## src/rtl/bram_log_reader_pkg.sv

```systemverilog
// ----------------------------------------------------------------------------
// bram_log_pkg
//
// Shared definitions for the BRAM log drain engine and the logger that fills
// the log memory.
//   - Entry layout: one logged entry is 96 bits, stored as three consecutive
//     32-bit words (word 0 = timestamp, word 1 = AXI address,
//     word 2 = len in [7:0] and ID starting at bit 8).
//   - state_e: drain FSM states.
//   - log_entry_t: packed view of one entry, with word 0 in the LSBs.
//   - cap_entries(): log capacity, which is the depth rounded up to whole
//     1024-entry blocks.
// ----------------------------------------------------------------------------
package bram_log_pkg;

  localparam int unsigned ENTRY_BITW      = 96;
  localparam int unsigned WORD_BITW       = 32;
  localparam int unsigned WORDS_PER_ENTRY = 3;
  localparam int unsigned TS_LOW          = 0;
  localparam int unsigned ADDR_LOW        = 32;
  localparam int unsigned LEN_LOW         = 64;
  localparam int unsigned ID_LOW          = 72;

  // AXI address and len widths are fixed by the logger.
  localparam int unsigned AXI_ADDR_BITW   = 32;
  localparam int unsigned AXI_LEN_BITW    = 8;

  typedef enum logic [2:0] {
    ST_IDLE,
    ST_READ,
    ST_OUT,
    ST_CLEAR,
    ST_WAIT
  } state_e;

  // Word 0 occupies the least significant bits, so the packed struct can also
  // be sliced with the *_LOW offsets above.
  typedef struct packed {
    logic [WORD_BITW-1:0] word2;
    logic [WORD_BITW-1:0] word1;
    logic [WORD_BITW-1:0] word0;
  } log_entry_t;

  function automatic int unsigned cap_entries(input int unsigned num_entries);
    return 1024 * ((num_entries + 1023) / 1024);
  endfunction

endpackage

```

## src/rtl/bram_log_reader_if.sv

```systemverilog
// ----------------------------------------------------------------------------
// BramPort
//
// Simple single-port BRAM access bundle. The read latency is one cycle: Rd_D
// carries the word addressed by Addr_S in the cycle after En_S was high.
//   Clk_C   master->slave  port clock
//   Rst_R   master->slave  port reset, active high
//   En_S    master->slave  access enable
//   Addr_S  master->slave  byte address
//   WrEn_S  master->slave  byte write enables
//   Wr_D    master->slave  write data
//   Rd_D    slave->master  read data
// ----------------------------------------------------------------------------
interface BramPort #(
  parameter int unsigned DATA_WIDTH = 32,
  parameter int unsigned ADDR_WIDTH = 32
);

  logic                    Clk_C;
  logic                    Rst_R;
  logic                    En_S;
  logic [ADDR_WIDTH-1:0]   Addr_S;
  logic [DATA_WIDTH/8-1:0] WrEn_S;
  logic [DATA_WIDTH-1:0]   Wr_D;
  logic [DATA_WIDTH-1:0]   Rd_D;

  modport master (
    output Clk_C, Rst_R, En_S, Addr_S, WrEn_S, Wr_D,
    input  Rd_D
  );

  modport slave (
    input  Clk_C, Rst_R, En_S, Addr_S, WrEn_S, Wr_D,
    output Rd_D
  );

endinterface

```

## src/rtl/bram_log_reader.sv

```systemverilog
// ----------------------------------------------------------------------------
// bram_log_reader
//
// Drains the AXI BRAM logger: reads each 96-bit entry as three 32-bit words,
// presents the unpacked fields on a valid/ready output, then pulses the
// logger's clear input and waits out its clearing sweep before accepting a
// new drain request.
//
// Ports:
//   Clk_CI         clock
//   Rst_RBI        asynchronous reset, active low
//   Start_SI       drain request, only looked at while idle
//   Full_SI        logger full flag (auto-drain trigger, see below)
//   Clear_SO       one-cycle clear pulse to the logger
//   Busy_SO        high whenever the engine is not idle
//   EntryValid_SO  entry fields are valid
//   EntryReady_SI  consumer accepts the entry
//   EntryTs_DO     timestamp field
//   EntryAddr_DO   AXI address field
//   EntryLen_DO    AXI len field
//   EntryId_DO     AXI ID field
//   EntryIdx_DO    index of the entry in the log
//   Bram_PM        read-only master port onto the logger memory
//
// Build option:
//   BRAM_LOG_READER_AUTO_DRAIN_EN  when defined, Full_SI high while idle
//                                  starts a drain just like Start_SI.
// ----------------------------------------------------------------------------
module bram_log_reader
  import bram_log_pkg::*;
#(
  parameter int unsigned AXI_ID_BITW     = 8,
  parameter int unsigned TIMESTAMP_BITW  = 32,
  parameter int unsigned NUM_LOG_ENTRIES = 16384,
  localparam int unsigned CAP            = cap_entries(NUM_LOG_ENTRIES),
  localparam int unsigned IDX_BITW       = $clog2(CAP)
) (
  input  logic                      Clk_CI,
  input  logic                      Rst_RBI,
  input  logic                      Start_SI,
  input  logic                      Full_SI,
  output logic                      Clear_SO,
  output logic                      Busy_SO,
  output logic                      EntryValid_SO,
  input  logic                      EntryReady_SI,
  output logic [TIMESTAMP_BITW-1:0] EntryTs_DO,
  output logic [AXI_ADDR_BITW-1:0]  EntryAddr_DO,
  output logic [AXI_LEN_BITW-1:0]   EntryLen_DO,
  output logic [AXI_ID_BITW-1:0]    EntryId_DO,
  output logic [IDX_BITW-1:0]       EntryIdx_DO,
  BramPort.master                   Bram_PM
);

  // One extra bit so the same counter can run through the CAP+2 cycle wait.
  localparam int unsigned CNT_BITW = IDX_BITW + 1;

  state_e              state_q, state_d;
  logic [2:0]          cnt_q, cnt_d;
  logic [CNT_BITW-1:0] idx_q, idx_d;
  log_entry_t          entry_q, entry_d;

  logic                start_req;
  logic                read_en;
  logic [31:0]         word_addr;
  logic                entry_all_zero;

`ifdef BRAM_LOG_READER_AUTO_DRAIN_EN
  assign start_req = Start_SI | Full_SI;
`else
  logic unused_full;
  assign unused_full = Full_SI;
  assign start_req   = Start_SI;
`endif

  // The upper bits of word 2 (and of word 0 for narrow timestamps) are
  // captured but carry no field.
  logic unused_entry_bits;
  assign unused_entry_bits = ^entry_q;

  // Read sub-steps: cnt 0..2 issue word reads, cnt 1..3 capture the word
  // read in the previous cycle.
  assign read_en   = (state_q == ST_READ) && (cnt_q < 3'd3);
  assign word_addr = 32'(idx_q) * 32'd3 + {29'd0, cnt_q};

  // Evaluated while word 2 is arriving; words 0 and 1 are already held.
  assign entry_all_zero = (entry_q.word0 == '0) && (entry_q.word1 == '0) &&
                          (Bram_PM.Rd_D == '0);

  always_ff @(posedge Clk_CI or negedge Rst_RBI) begin
    if (!Rst_RBI) begin
      state_q <= ST_IDLE;
      cnt_q   <= '0;
      idx_q   <= '0;
      entry_q <= '0;
    end else begin
      state_q <= state_d;
      cnt_q   <= cnt_d;
      idx_q   <= idx_d;
      entry_q <= entry_d;
    end
  end

  always_comb begin
    state_d = state_q;
    cnt_d   = cnt_q;
    idx_d   = idx_q;
    entry_d = entry_q;

    unique case (state_q)
      ST_IDLE: begin
        if (start_req) begin
          state_d = ST_READ;
          cnt_d   = '0;
          idx_d   = '0;
        end
      end

      ST_READ: begin
        cnt_d = cnt_q + 3'd1;
        case (cnt_q)
          3'd1: entry_d.word0 = Bram_PM.Rd_D;
          3'd2: entry_d.word1 = Bram_PM.Rd_D;
          3'd3: begin
            entry_d.word2 = Bram_PM.Rd_D;
            // An all-zero entry past index 0 is memory the logger has
            // cleared, i.e. the end of the log. Spend one more cycle in
            // READ on it, then clear; otherwise present the entry.
            if (!((idx_q != '0) && entry_all_zero)) begin
              state_d = ST_OUT;
              cnt_d   = '0;
            end
          end
          3'd4: begin
            state_d = ST_CLEAR;
            cnt_d   = '0;
          end
          default: ;
        endcase
      end

      ST_OUT: begin
        if (EntryReady_SI) begin
          if (idx_q == CNT_BITW'(CAP - 1)) begin
            state_d = ST_CLEAR;
          end else begin
            state_d = ST_READ;
            cnt_d   = '0;
            idx_d   = idx_q + 1'b1;
          end
        end
      end

      ST_CLEAR: begin
        state_d = ST_WAIT;
        idx_d   = '0;
      end

      ST_WAIT: begin
        // Covers the logger's clearing sweep; new requests are ignored.
        if (idx_q == CNT_BITW'(CAP + 1)) begin
          state_d = ST_IDLE;
          idx_d   = '0;
        end else begin
          idx_d = idx_q + 1'b1;
        end
      end

      default: begin
        state_d = ST_IDLE;
        cnt_d   = '0;
        idx_d   = '0;
      end
    endcase
  end

  assign Busy_SO       = (state_q != ST_IDLE);
  assign EntryValid_SO = (state_q == ST_OUT);
  assign Clear_SO      = (state_q == ST_CLEAR);

  assign EntryTs_DO    = entry_q[TS_LOW   +: TIMESTAMP_BITW];
  assign EntryAddr_DO  = entry_q[ADDR_LOW +: AXI_ADDR_BITW];
  assign EntryLen_DO   = entry_q[LEN_LOW  +: AXI_LEN_BITW];
  assign EntryId_DO    = entry_q[ID_LOW   +: AXI_ID_BITW];
  assign EntryIdx_DO   = idx_q[IDX_BITW-1:0];

  assign Bram_PM.Clk_C  = Clk_CI;
  assign Bram_PM.Rst_R  = ~Rst_RBI;
  assign Bram_PM.En_S   = read_en;
  assign Bram_PM.Addr_S = read_en ? {word_addr[29:0], 2'b00} : '0;
  assign Bram_PM.WrEn_S = '0;
  assign Bram_PM.Wr_D   = '0;

endmodule

```

## src/flat_wrapper.sv

```systemverilog
// flat-port wrapper written by rule: the top's interface ports become plain ports
module bram_log_reader_flat import bram_log_pkg::*;
#(
  parameter int unsigned AXI_ID_BITW     = 8,
  parameter int unsigned TIMESTAMP_BITW  = 32,
  parameter int unsigned NUM_LOG_ENTRIES = 16384,
  localparam int unsigned CAP            = cap_entries(NUM_LOG_ENTRIES),
  localparam int unsigned IDX_BITW       = $clog2(CAP)
)
  (Clk_CI, Rst_RBI, Start_SI, Full_SI, Clear_SO, Busy_SO, EntryValid_SO, EntryReady_SI, EntryTs_DO, EntryAddr_DO, EntryLen_DO, EntryId_DO, EntryIdx_DO, Bram_PM_Clk_C, Bram_PM_Rst_R, Bram_PM_En_S, Bram_PM_Addr_S, Bram_PM_WrEn_S, Bram_PM_Wr_D, Bram_PM_Rd_D);
  BramPort #(.DATA_WIDTH(32), .ADDR_WIDTH(32)) Bram_PM_i ();
  input  logic Clk_CI;
  input  logic Rst_RBI;
  input  logic Start_SI;
  input  logic Full_SI;
  output logic Clear_SO;
  output logic Busy_SO;
  output logic EntryValid_SO;
  input  logic EntryReady_SI;
  output logic [TIMESTAMP_BITW-1:0] EntryTs_DO;
  output logic [AXI_ADDR_BITW-1:0] EntryAddr_DO;
  output logic [AXI_LEN_BITW-1:0] EntryLen_DO;
  output logic [AXI_ID_BITW-1:0] EntryId_DO;
  output logic [IDX_BITW-1:0] EntryIdx_DO;
  output wire logic [$bits(Bram_PM_i.Clk_C)-1:0] Bram_PM_Clk_C;
  output wire logic [$bits(Bram_PM_i.Rst_R)-1:0] Bram_PM_Rst_R;
  output wire logic [$bits(Bram_PM_i.En_S)-1:0] Bram_PM_En_S;
  output wire logic [$bits(Bram_PM_i.Addr_S)-1:0] Bram_PM_Addr_S;
  output wire logic [$bits(Bram_PM_i.WrEn_S)-1:0] Bram_PM_WrEn_S;
  output wire logic [$bits(Bram_PM_i.Wr_D)-1:0] Bram_PM_Wr_D;
  input wire logic [$bits(Bram_PM_i.Rd_D)-1:0] Bram_PM_Rd_D;
  assign Bram_PM_Clk_C = Bram_PM_i.Clk_C;
  assign Bram_PM_Rst_R = Bram_PM_i.Rst_R;
  assign Bram_PM_En_S = Bram_PM_i.En_S;
  assign Bram_PM_Addr_S = Bram_PM_i.Addr_S;
  assign Bram_PM_WrEn_S = Bram_PM_i.WrEn_S;
  assign Bram_PM_Wr_D = Bram_PM_i.Wr_D;
  assign Bram_PM_i.Rd_D = Bram_PM_Rd_D;
  bram_log_reader #(.AXI_ID_BITW(AXI_ID_BITW), .TIMESTAMP_BITW(TIMESTAMP_BITW), .NUM_LOG_ENTRIES(NUM_LOG_ENTRIES)) u_core (.Clk_CI(Clk_CI), .Rst_RBI(Rst_RBI), .Start_SI(Start_SI), .Full_SI(Full_SI), .Clear_SO(Clear_SO), .Busy_SO(Busy_SO), .EntryValid_SO(EntryValid_SO), .EntryReady_SI(EntryReady_SI), .EntryTs_DO(EntryTs_DO), .EntryAddr_DO(EntryAddr_DO), .EntryLen_DO(EntryLen_DO), .EntryId_DO(EntryId_DO), .EntryIdx_DO(EntryIdx_DO), .Bram_PM(Bram_PM_i));
endmodule
```

## config.mk

```make
export PLATFORM = sky130hd
export DESIGN_NAME = bram_log_reader_flat
export DESIGN_NICKNAME = d
export VERILOG_FILES = /design/src/rtl/bram_log_reader_pkg.sv /design/src/rtl/bram_log_reader_if.sv /design/src/rtl/bram_log_reader.sv /design/src/flat_wrapper.sv
export SDC_FILE = /design/constraint.sdc
export NUM_CORES = 1
export LEC_CHECK = 0
export CAP_MARGIN = 20
export CORE_UTILIZATION = 35
export CTS_CLUSTER_DIAMETER = 120
export DETAILED_ROUTE_END_ITERATION = 7
export GPL_ROUTABILITY_DRIVEN = 0
export PLACE_DENSITY = 0.64
export RECOVER_POWER = 100
export SKIP_CTS_REPAIR_TIMING = 1
export SYNTH_ARGS = -nofsm -noshare
export SYNTH_HDL_FRONTEND = slang
export SYNTH_SLANG_ARGS = --single-unit
```

## constraint.sdc

```tcl
create_clock -name Clk_CI -period 2.8 [get_ports Clk_CI]
set_input_delay 0.28 -clock Clk_CI [delete_from_list [all_inputs] [get_ports Clk_CI]]
set_output_delay 0.28 -clock Clk_CI [all_outputs]
set_load 0.02 [all_outputs]
```

==> impl_metrics.csv, run 1 <==
group,metric,value,unit
global_route,grt_max_degree,52,
floorplanning,ios,205,
global_route,grtUsageMet3,4.98,%
synthesis,ys_top_logic_family,"multiplexers",
hold_path,hold_path_class,"input port to asynchronous set/reset pin",
synthesis,mux_share,15.1,%
global_route,grt_busiest_layer,"met2",
global_route,grt_use_met1,23.0,%
place,portBuffers,152,
global_route,grt-ovfl-total,0,
setup_path,crit_path_frequent_cell,"fa_2",
synthesis,synth.top_cells.by_count,"101 x dfrtp_1, 76 x mux2_2, 66 x buf_4",
global_route,first_global_vias,4886,
global_route,grt_use_total,19.2,%
synthesis,synth_flops,101,
pwr,power_leakage,4.00,nW
cts,clk_pin_slew,70,ps
place,post-place-ws,-875,ps
layout,drive_gt1_share,29.6,%
setup_path,path_cells,"fa_2 -> ha_4 -> inv_2 -> fa_2 -> nor2b_2 -> o2111a_2 -> or4_4 -> a221o_1 -> xnor2_1 -> nor2_2 -> buf_6",
run_status,violations,"setup timing",
floorplanning,die_h,133,um
timing,relSlewSlack,15.1,%
pwr,switching_share,40.2,%
global_route,grtUsageMet2,32.3,%
floorplanning,die_area,0.0178,mm^2
timing,fmax,277,MHz
timing,finClkSkew,8.47,ps
synthesis,synth-edff-count,0,
drt,dr_wl_met3,1080,um
setup_path,worstPathRequired,2520,ps
drt,wl,17100,um
synthesis,yosys_cells,560,
setup_path,cp-endpoint,"Bram_PM_Addr_S[13]",
cts,clk_latency,470,ps
synthesis,topCellsByArea,"dfrtp_1 42%, mux2_2 14%, ha_1 8.9%",
setup_path,critPathLaunch,"u_core.idx_q[1]$_DFFE_PN0P_",
setup_path,reg2regPathDepth,9,
synthesis,yosys.area.top_type,"dfrtp_1",
synthesis,synth.distinct_cells,55,
timing,final.min_clock_period,3610,ps
drt,highest_layer,"met4",
drt,vias,4890,
timing,layout_setup_ws,-806,ps
layout,num_antenna_cells,0,
layout,seqCellArea,0.00253,mm^2
synthesis,ys_area,0.00603,mm^2
pwr,seqPwrFrac,30.7,%
synthesis,yosysWarnings,0,
pwr,clkPwrFrac,19.5,%
pwr,p_int,5.05,mW
timing,period_used_share,129,%
pwr,switchingPower,3.39,mW
pwr,total_power,8.43,mW
drt,wl_met2,8530,um
timing,setup_viol,15,
timing,maxSlewViolCount,0,
setup_path,reg2reg_setup_slack,70,ps
layout,area_growth,43.2,%
setup_path,worstSetupEndpointType,"primary output",
synthesis,ys_sh_simple,13.0,%
drt,first_pass_iters,4,
timing,rsz0062_at_grt,"yes",
floorplanning,rows,47,
cts,cts_tree,"done",
synthesis,synth_area_per_cell,10.8,um^2
synthesis,synthArstFlopShare,100,%
run_status,status,"finished with violations",
drt,vias_per_cell,4.87,
layout,mi_logic_area,0.00322,mm^2
floorplanning,fp_util,36.1,%
setup_path,critPathSlowestCell,"or4_4",
drt,first_iter_violations,258,
setup_path,worstSetupPathType,"flop to primary output",
global_route,grt_antenna_before_repair,0,
synthesis,xor_share,3.19,%
drt,drc,0,
setup_path,cp.arrival,3330,ps
drt,wl_met1,7030,um
flow_run,warning_count,43,
drt,post_drt_wl_per_cell,17.0,um
pwr,p_per_area,977,mW/mm^2
setup_path,cp_num_buf_inv,2,
layout,fill_cells,1529,
synthesis,syn-instance-count,560,
flow_run,cap_viol_max_count,0,
synthesis,flop_cell,"dfrtp_1",
floorplanning,core_area,0.0167,mm^2
synthesis,adder_share,9.91,%
synthesis,top_cell,"dfrtp_1",
drt,drtAntennaViolNets,0,
-- run 1: cell type report --
cell class / instances / share of cell area (%)
Inverter: 29 / 1.30
Clock buffer: 15 / 3.91
Sequential cell: 101 / 29.3
Clock inverter: 5 / 0.942
Tap cell: 220 / 3.19
Multi-Input combinational cell: 402 / 37.3
Timing Repair Buffer: 233 / 24.1
-- run 1: logic make-up (layout without fill, tap and decap cells) --
family                     count (synthesis)  after routing
AOI/OAI and AO/OA                         56             56
xor gates and xnor gates                  22             22
adders and majority gates                 46             46
buffers and inverters                    107            282
DFF                                      101            101
muxes                                     81             81
other                                      1             51
and+or+nand+nor                          146            146
-- run 1: registers in the layout, summed over array words and instances, names as in the netlist --
register	cells
u_core.EntryAddr_DO	32
u_core.cnt_q	3
u_core.state_q	3
u_core.EntryTs_DO	32
u_core.EntryId_DO	8
u_core.idx_q	15
u_core.EntryLen_DO	8
-- run 1: through the flow --
| step | util (%) | setup TNS [ps] | hold WS (ps) | instances | area (um^2) |
|---|---|---|---|---|---|
| 2_1_floorplan | - | -658 | -15.6 | 610 | 6240 |
| 3_3_place_gp | 48.2 | -5420 | 489 | 981 | 8060 |
| 3_5_place_dp | 48.2 | -6250 | 492 | 981 | 8060 |
| 4_1_cts | 50.7 | -14410 | 16.4 | 1000 | 8470 |
| 5_1_grt | 51.7 | -8390 | 472 | 1005 | 8640 |
| 6_report | 51.7 | -5480 | 414 | 1005 | 8640 |
-- run 1: power groups by stage --
stage | registers (mW) | clock network [mW] | logic, mW
final | 2.59 | 1.64 | 4.20
after global routing | 2.68 | 1.73 | 4.46
after CTS | 2.62 | 1.68 | 4.44
after detailed placement | 2.63 | 0.0480 | 4.41
after global placement | 2.60 | 0.0480 | 4.35
after floorplan | 3.29 | 0.0417 | 1.74
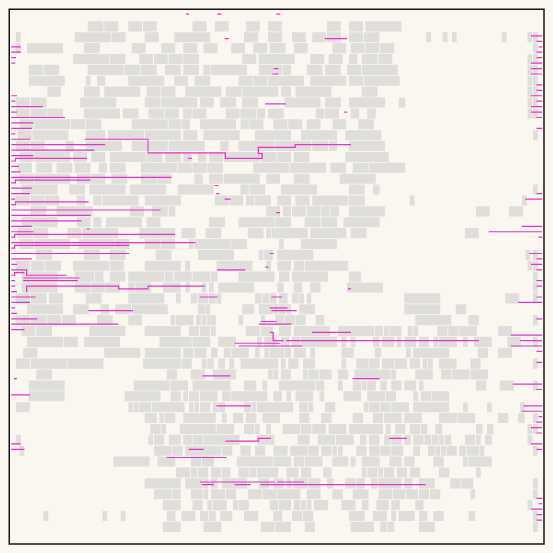
**Above:** run 1 (met3 routing).
Scale: 4 px per um. Cells faint in the background.
nets with wire on the layer = 129
main direction = horizontal
longest straight run = 47.8 um
wire length on this layer = 1080 um

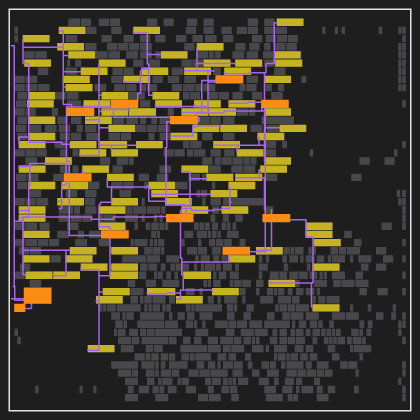
**Above:** run 1 (clock distribution).
Scale: 3 px per um.
yellow -> flip-flops  # count 101
orange -> cells driving clock nets  # count 13
purple -> clock wires  # length 1370 um
routed clock nets = 14

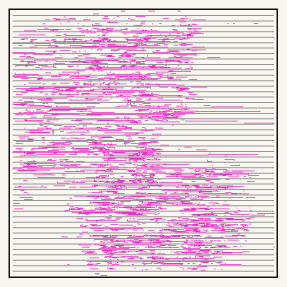
**Above:** run 1 (signal wires on met1).
Scale: 2 px per um. Supply wires on this layer in gray.
main direction = horizontal
share of all routed wire = 41%
nets with wire on the layer = 723
wire length on this layer = 7030 um

**Run 1: placement density heat map**

Scale: 3 px per um. 13 x 13 tiles, from white (low) to dark blue (high), 0 to 100% covered.
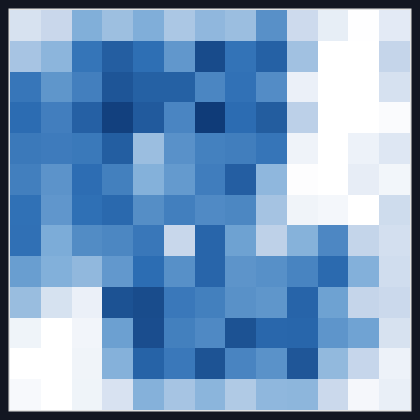

--- run 2 (diff from run 1) ---
CORE_MARGIN = 3   (was unset)
SETUP_SLACK_MARGIN = 0.4   (was unset)
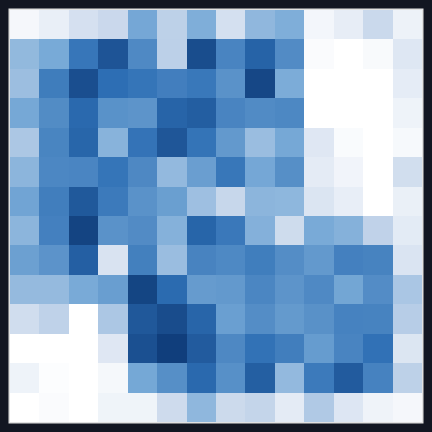
**Above:** run 2 (placement density heat map).
Scale: 3 px per um. 14 x 14 tiles, from white (low) to dark blue (high), 0 to 100% covered.
mean over tiles = 45%
tiles over 75% full = 13%
fullest tile = 94%
nearly empty tiles = 9.2%
Initial Util: 36.1%
Final Util: 52.2%

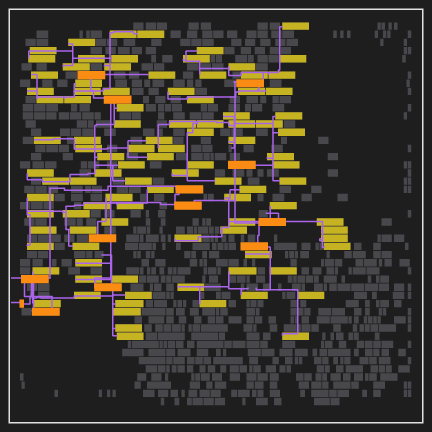
**Above:** run 2 (clock distribution).
Scale: 3 px per um.
purple -> clock wires  # length 1260 um
yellow -> flip-flops  # count 101
orange -> cells driving clock nets  # count 13
routed clock nets = 14

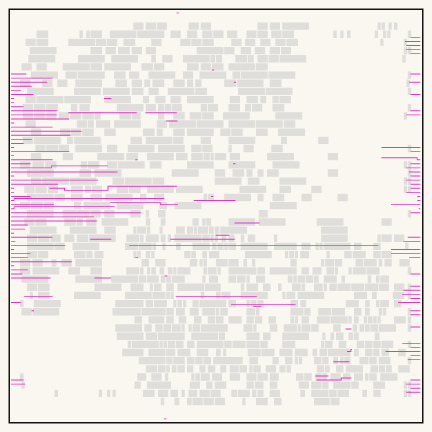
**Above:** run 2 (met3 routing).
Scale: 3 px per um. Cells faint in the background.
wire length on this layer = 1190 um
longest straight run = 82.8 um
main direction = horizontal
nets with wire on the layer = 121

==> impl_metrics.csv, run 2 <==
group,metric,value,unit
synthesis,synth.top_cells.by_count,"101 x dfrtp_1, 76 x mux2_2, 66 x buf_4",
floorplanning,die_h,137,um
timing,setup_tns,-5610,ps
timing,fmax,274,MHz
pwr,power_leader,"combinational cells",
timing,worst_pin_slew,1850,ps
pwr,p_int,4.93,mW
pwr,seqPwrFrac,31.0,%
flow_run,cap_viol_max_count,1,
setup_path,critPathSlowestCell,"fa_1",
synthesis,compound_area_share,5.77,%
synthesis,ys_sh_simple,13.0,%
pwr,p_comb,4.34,mW
global_route,grt_max_degree,77,
place,post-place-ws,-845,ps
hold_path,hold_path_class,"input port to flop",
pwr,p_per_area,960,mW/mm^2
setup_path,reg2regPathDepth,6,
timing,whs,476,ps
timing,final.min_clock_period,3650,ps
layout,area_growth,44.5,%
drt,vias_per_cell,4.85,
setup_path,slowest_delay,500,ps
synthesis,top_area_share,41.9,%
layout,drive_gt1_share,31.3,%
pwr,power_leakage,3.97,nW
floorplanning,core_area,0.0167,mm^2
synthesis,yosysWarnings,0,
drt,drtAntennaViolNets,0,
run_status,violations,"capacitance limit, slew limit, setup timing",
timing,layout_setup_ws,-855,ps
timing,hold_viol,0,
cts,cts_tree,"done",
flow_run,warning_count,43,
setup_path,crit_family,"adder cells",
setup_path,worstSetupPathType,"flop to primary output",
synthesis,synthArstFlopShare,100,%
pwr,seq-power,2.59,mW
run_status,status,"finished with violations",
synthesis,ys_top_logic_family,"multiplexers",
setup_path,path_cells,"fa_1 -> ha_2 -> inv_2 -> fa_2 -> nor2b_2 -> o2111a_2 -> or4_1 -> a221o_1 -> xnor2_2 -> nor2_2 -> buf_6",
synthesis,topCellsByArea,"dfrtp_1 42%, mux2_2 14%, ha_1 8.9%",
global_route,grt_antenna_before_repair,0,
global_route,first_global_vias,5033,
synthesis,syn-instance-count,560,
synthesis,mux_share,15.1,%
layout,nNetsFinal,871,
drt,vias,4918,
global_route,grt-ovfl-total,0,
cts,clk_latency,460,ps
timing,period_used_share,131,%
pwr,p_clk,1.44,mW
floorplanning,die_area,0.0188,mm^2
pwr,ir_worst_vdd,660,uV
place,placed_area,0.00805,mm^2
pwr,switchingPower,3.43,mW
synthesis,yosys.area.top_type,"dfrtp_1",
synthesis,ys_seq_share,41.9,%
pwr,total_power,8.36,mW
floorplanning,rows,47,
pwr,clkPwrFrac,17.2,%
timing,finClkSkew,7.75,ps
synthesis,synth-edff-count,0,
setup_path,timing.rr.end,"u_core.EntryAddr_DO[28]$_DFFE_PN0P_",
synthesis,ys_area,0.00603,mm^2
pwr,switching_share,41.0,%
setup_path,cp-start-kind,"flop",
timing,rsz0062_at_grt,"yes",
timing,maxSlewViolCount,77,
drt,drc,0,
setup_path,reg2reg_setup_slack,270,ps
hold_path,hold_start,"Bram_PM_Rd_D[31]",
global_route,grt_use_total,17.9,%
synthesis,top_cell,"dfrtp_1",
synthesis,synth_area_per_cell,10.8,um^2
drt,post_drt_wl_per_cell,17.1,um
synthesis,flop_cell,"dfrtp_1",
pwr,comb_power_share,51.9,%
synthesis,yosys_cells,560,
place,portBuffers,152,
setup_path,worstPathRequired,2520,ps
layout,finalInstanceArea,0.00872,mm^2
setup_path,worstPathMaxFanout,4,
synthesis,xor_share,3.19,%
setup_path,cp.arrival,3370,ps
drt,first_pass_iters,5,
timing,relSlewSlack,-23.5,%
floorplanning,ios,205,
timing,setup_viol,13,
place,hpwl,13300,um
floorplanning,die_w,137,um
setup_path,worstSetupEndpointType,"primary output",
drt,first_iter_violations,144,
hold_path,holdPathEnd,"u_core.EntryTs_DO[31]$_DFFE_PN0P_",
synthesis,syn_area,0.00603,mm^2
layout,stdcell_count,1014,
place,dp_cells,977,
setup_path,reg2reg_from,"u_core.state_q[2]$_DFFE_PN0P_",
synthesis,synth_flops,101,
hold_path,holdPathStages,2,
cts,clk_pin_slew,70,ps
drt,wl,17400,um
global_route,grt_first_pass_wirelength,26300,um
layout,lay_top_cells,"98 x dlygate4sd3_1, 98 x dfrtp_1, 79 x buf_4",
synthesis,adder_share,9.91,%
setup_path,cp_num_buf_inv,2,
synthesis,synth.distinct_cells,55,
run 2: worst max path at each step:
stage | startpoint | endpoint | slack [ps] | cells after the start
2_1_floorplan | u_core.cnt_q[1]$_DFFE_PN0P_ | Bram_PM_Addr_S[13] | -240 | 10
3_3_place_gp | u_core.idx_q[1]$_DFFE_PN0P_ | Bram_PM_Addr_S[17] | -790 | 11
3_5_place_dp | u_core.idx_q[1]$_DFFE_PN0P_ | Bram_PM_Addr_S[17] | -840 | 11
4_1_cts | u_core.idx_q[1]$_DFFE_PN0P_ | Bram_PM_Addr_S[17] | -1350 | 11
5_1_grt | u_core.cnt_q[1]$_DFFE_PN0P_ | Bram_PM_Addr_S[13] | -970 | 11
6_report | u_core.cnt_q[1]$_DFFE_PN0P_ | Bram_PM_Addr_S[13] | -850 | 11
run 2: cell type report:
type | instances | area [um^2]
Clock buffer | 15 | 322
Tap cell | 220 | 275
Timing Repair Buffer | 241 | 2150
Inverter | 29 | 113
Clock inverter | 5 | 43.8
Antenna cell | 1 | 2.50
Sequential cell | 101 | 2530
Multi-Input combinational cell | 402 | 3280
Fill cell | 1505 | 7990
run 2: per-layer routing:
metal  global-route usage [%]  up-vias  part of all wire (%)
met5                        0        -                     0
li1                         -     2311                     -
met3                     5.22       22                   6.8
met4                     4.99        0                   1.9
met2                     29.7      150                    50
met1                     22.9     2435                    41
run 2: worst reg2reg max path, stage by stage (launching register included):
cell and delay, ps:
dfrtp_1 380, or3_1 470, nor2_1 330, clkbuf_1 170, nand2_1 70, clkbuf_2 500, mux2_1 520
run 2: cells by family after synthesis:
group / count (synthesis)
AND-OR/OR-AND: 56
XOR/XNOR: 22
adder cells (fa/ha/maj): 46
buffers and inverters: 107
flip-flops: 101
multiplexers: 81
other: 1
AND/OR/NAND/NOR: 146
**Run 2: signal wires on met1**

Scale: 2 px per um. Supply wires on this layer in gray.
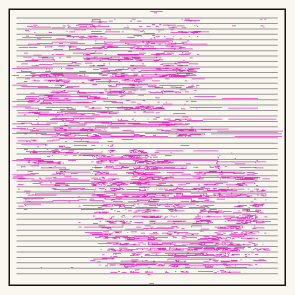

--- run 3 (diff from run 2) ---
CORE_UTILIZATION = 38   (was 35)
PLACE_DENSITY = 0.71   (was 0.64)
SKIP_CTS_REPAIR_TIMING = unset   (was 1)
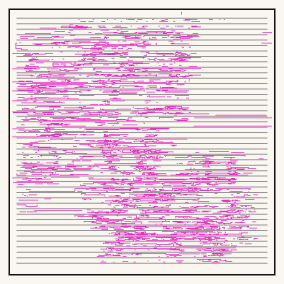
**Above:** run 3 (signal wires on met1).
Scale: 2 px per um. Supply wires on this layer in gray.
main direction = horizontal
wire length on this layer = 6800 um
longest straight run = 40.5 um
share of all routed wire = 41%
WL final: 16600 um
met1 usage: 22.9%
vias: 4937

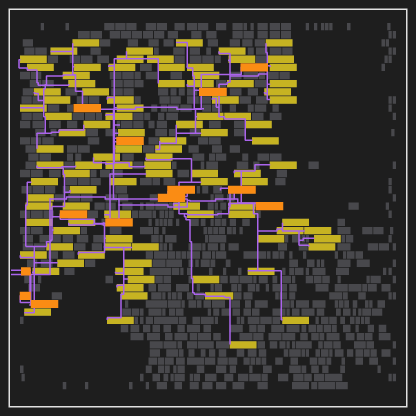
**Above:** run 3 (clock distribution).
Scale: 3 px per um.
purple -> clock wires  # length 1240 um
orange -> cells driving clock nets  # count 13
yellow -> flip-flops  # count 101
routed clock nets = 14
Max Clock Skew: 5.88 ps
clock network power: 1.35 mW

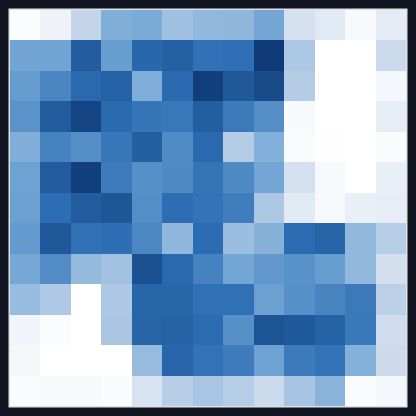
**Above:** run 3 (placement density heat map).
Scale: 3 px per um. 13 x 13 tiles, from white (low) to dark blue (high), 0 to 100% covered.
emptiest ninth of the die = north-east
tiles over 75% full = 23%
mean over tiles = 47%

==> impl_metrics.csv, run 3 <==
group,metric,value,unit
drt,first_iter_violations,277,
synthesis,topCellsByArea,"dfrtp_1 42%, mux2_2 14%, ha_1 8.9%",
cts,clk_pin_slew,70,ps
floorplanning,rows,45,
drt,drc,0,
setup_path,cp.arrival,3320,ps
drt,first_pass_iters,4,
pwr,total_power,8.11,mW
floorplanning,core_area,0.0154,mm^2
global_route,grt_use_total,18.9,%
layout,stdcell_count,991,
synthesis,synth-edff-count,0,
floorplanning,die_area,0.0174,mm^2
timing,layout_setup_ws,-803,ps
global_route,grtUsageMet2,32.0,%
synthesis,yosys_cells,560,
place,dp_cells,966,
global_route,grt-ovfl-total,0,
timing,relSlewSlack,9.24,%
setup_path,cp_num_buf_inv,2,
drt,post_drt_wl_per_cell,16.7,um
drt,wl_met2,8190,um
layout,lay_top_cells,"98 x dlygate4sd3_1, 98 x dfrtp_1, 76 x mux2_2",
cts,cts_tree,"done",
timing,whs,501,ps
timing,setup_tns,-6950,ps
timing,maxSlewViolCount,0,
setup_path,worstPathRequired,2520,ps
place,hpwl,13100,um
drt,drtAntennaViolNets,0,
timing,hold_viol,0,
place,placed_area,0.00804,mm^2
floorplanning,die_w,132,um
timing,setup_viol,14,
timing,fmax,278,MHz
synthesis,ys_area,0.00603,mm^2
cts,clk_latency,450,ps
synthesis,flop_cell,"dfrtp_1",
floorplanning,die_h,132,um
flow_run,warning_count,46,
synthesis,ys_seq_share,41.9,%
pwr,p_per_area,961,mW/mm^2
global_route,grtUsageMet3,6.34,%
timing,worst_pin_slew,1360,ps
setup_path,worstPathMaxFanout,4,
setup_path,worstSetupEndpointType,"primary output",
synthesis,synth.top_cells.by_count,"101 x dfrtp_1, 76 x mux2_2, 66 x buf_4",
pwr,power_leakage,3.90,nW
global_route,grt_first_pass_wirelength,26800,um
drt,wl_met1,6800,um
drt,vias_per_cell,4.98,
setup_path,critPathSlowestCell,"fa_1",
drt,dr_wl_met3,1160,um
run_status,violations,"setup timing",
synthesis,synth_area_per_cell,10.8,um^2
synthesis,mux_share,15.1,%
synthesis,yosys.area.top_type,"dfrtp_1",
run_status,status,"finished with violations",
synthesis,synth_flops,101,
setup_path,slowest_delay,480,ps
setup_path,path_cells,"fa_1 -> ha_2 -> inv_2 -> fa_2 -> nor2b_2 -> o2111a_2 -> or4_1 -> a221o_1 -> xnor2_2 -> nor2_2 -> buf_6",
layout,drive_gt1_share,27.8,%
global_route,grt_antenna_before_repair,0,
run 3: cell count changes in the layout (fill, tap and decap cells not counted), sizes merged:
cell           delta
clkinv            +2
clkdlybuf4s15     +2
clkdlybuf4s25     +1
diode             -1
inv               -1
dlygate4sd2       +5
buf              -15
clkinvlp          -3
clkbuf            -4
run 3: worst paths after layout:
kind | start | slack (ps) | to | cells after the start
setup / recovery | u_core.cnt_q[1]$_DFFE_PN0P_ | -800 | Bram_PM_Addr_S[13] | 11
hold / removal | u_core.EntryLen_DO[1]$_DFFE_PN0P_ | 500 | u_core.EntryLen_DO[1]$_DFFE_PN0P_ | 1
setup reg to reg | u_core.state_q[2]$_DFFE_PN0P_ | 360 | u_core.EntryAddr_DO[28]$_DFFE_PN0P_ | 6
hold reg to reg | u_core.EntryLen_DO[1]$_DFFE_PN0P_ | 500 | u_core.EntryLen_DO[1]$_DFFE_PN0P_ | 1
max in group asynchronous | Rst_RBI | 840 | u_core.idx_q[5]$_DFFE_PN0P_ | 3
min in group asynchronous | Rst_RBI | 1060 | u_core.EntryLen_DO[3]$_DFFE_PN0P_ | 3
run 3: power breakdown:
group	leakage [nW]	total, mW	internal (mW)	switching, mW
logic	2.52	4.17	1.87	2.30
clock network	0.166	1.35	0.779	0.569
registers	1.21	2.59	2.12	0.470
total	3.90	8.11	4.77	3.34
run 3: area by class of cell:
| type | instances | area, um^2 |
|---|---|---|
| clock buffers | 16 | 315 |
| repair buffers | 229 | 2060 |
| fillers | 1323 | 6930 |
| flip-flops and latches | 101 | 2530 |
| multi-input cells | 402 | 3130 |
| clock inverters | 3 | 22.5 |
| inverters | 29 | 111 |
| well taps | 211 | 264 |
Power figures rest on the tool's default switching activity, not on a simulated workload.
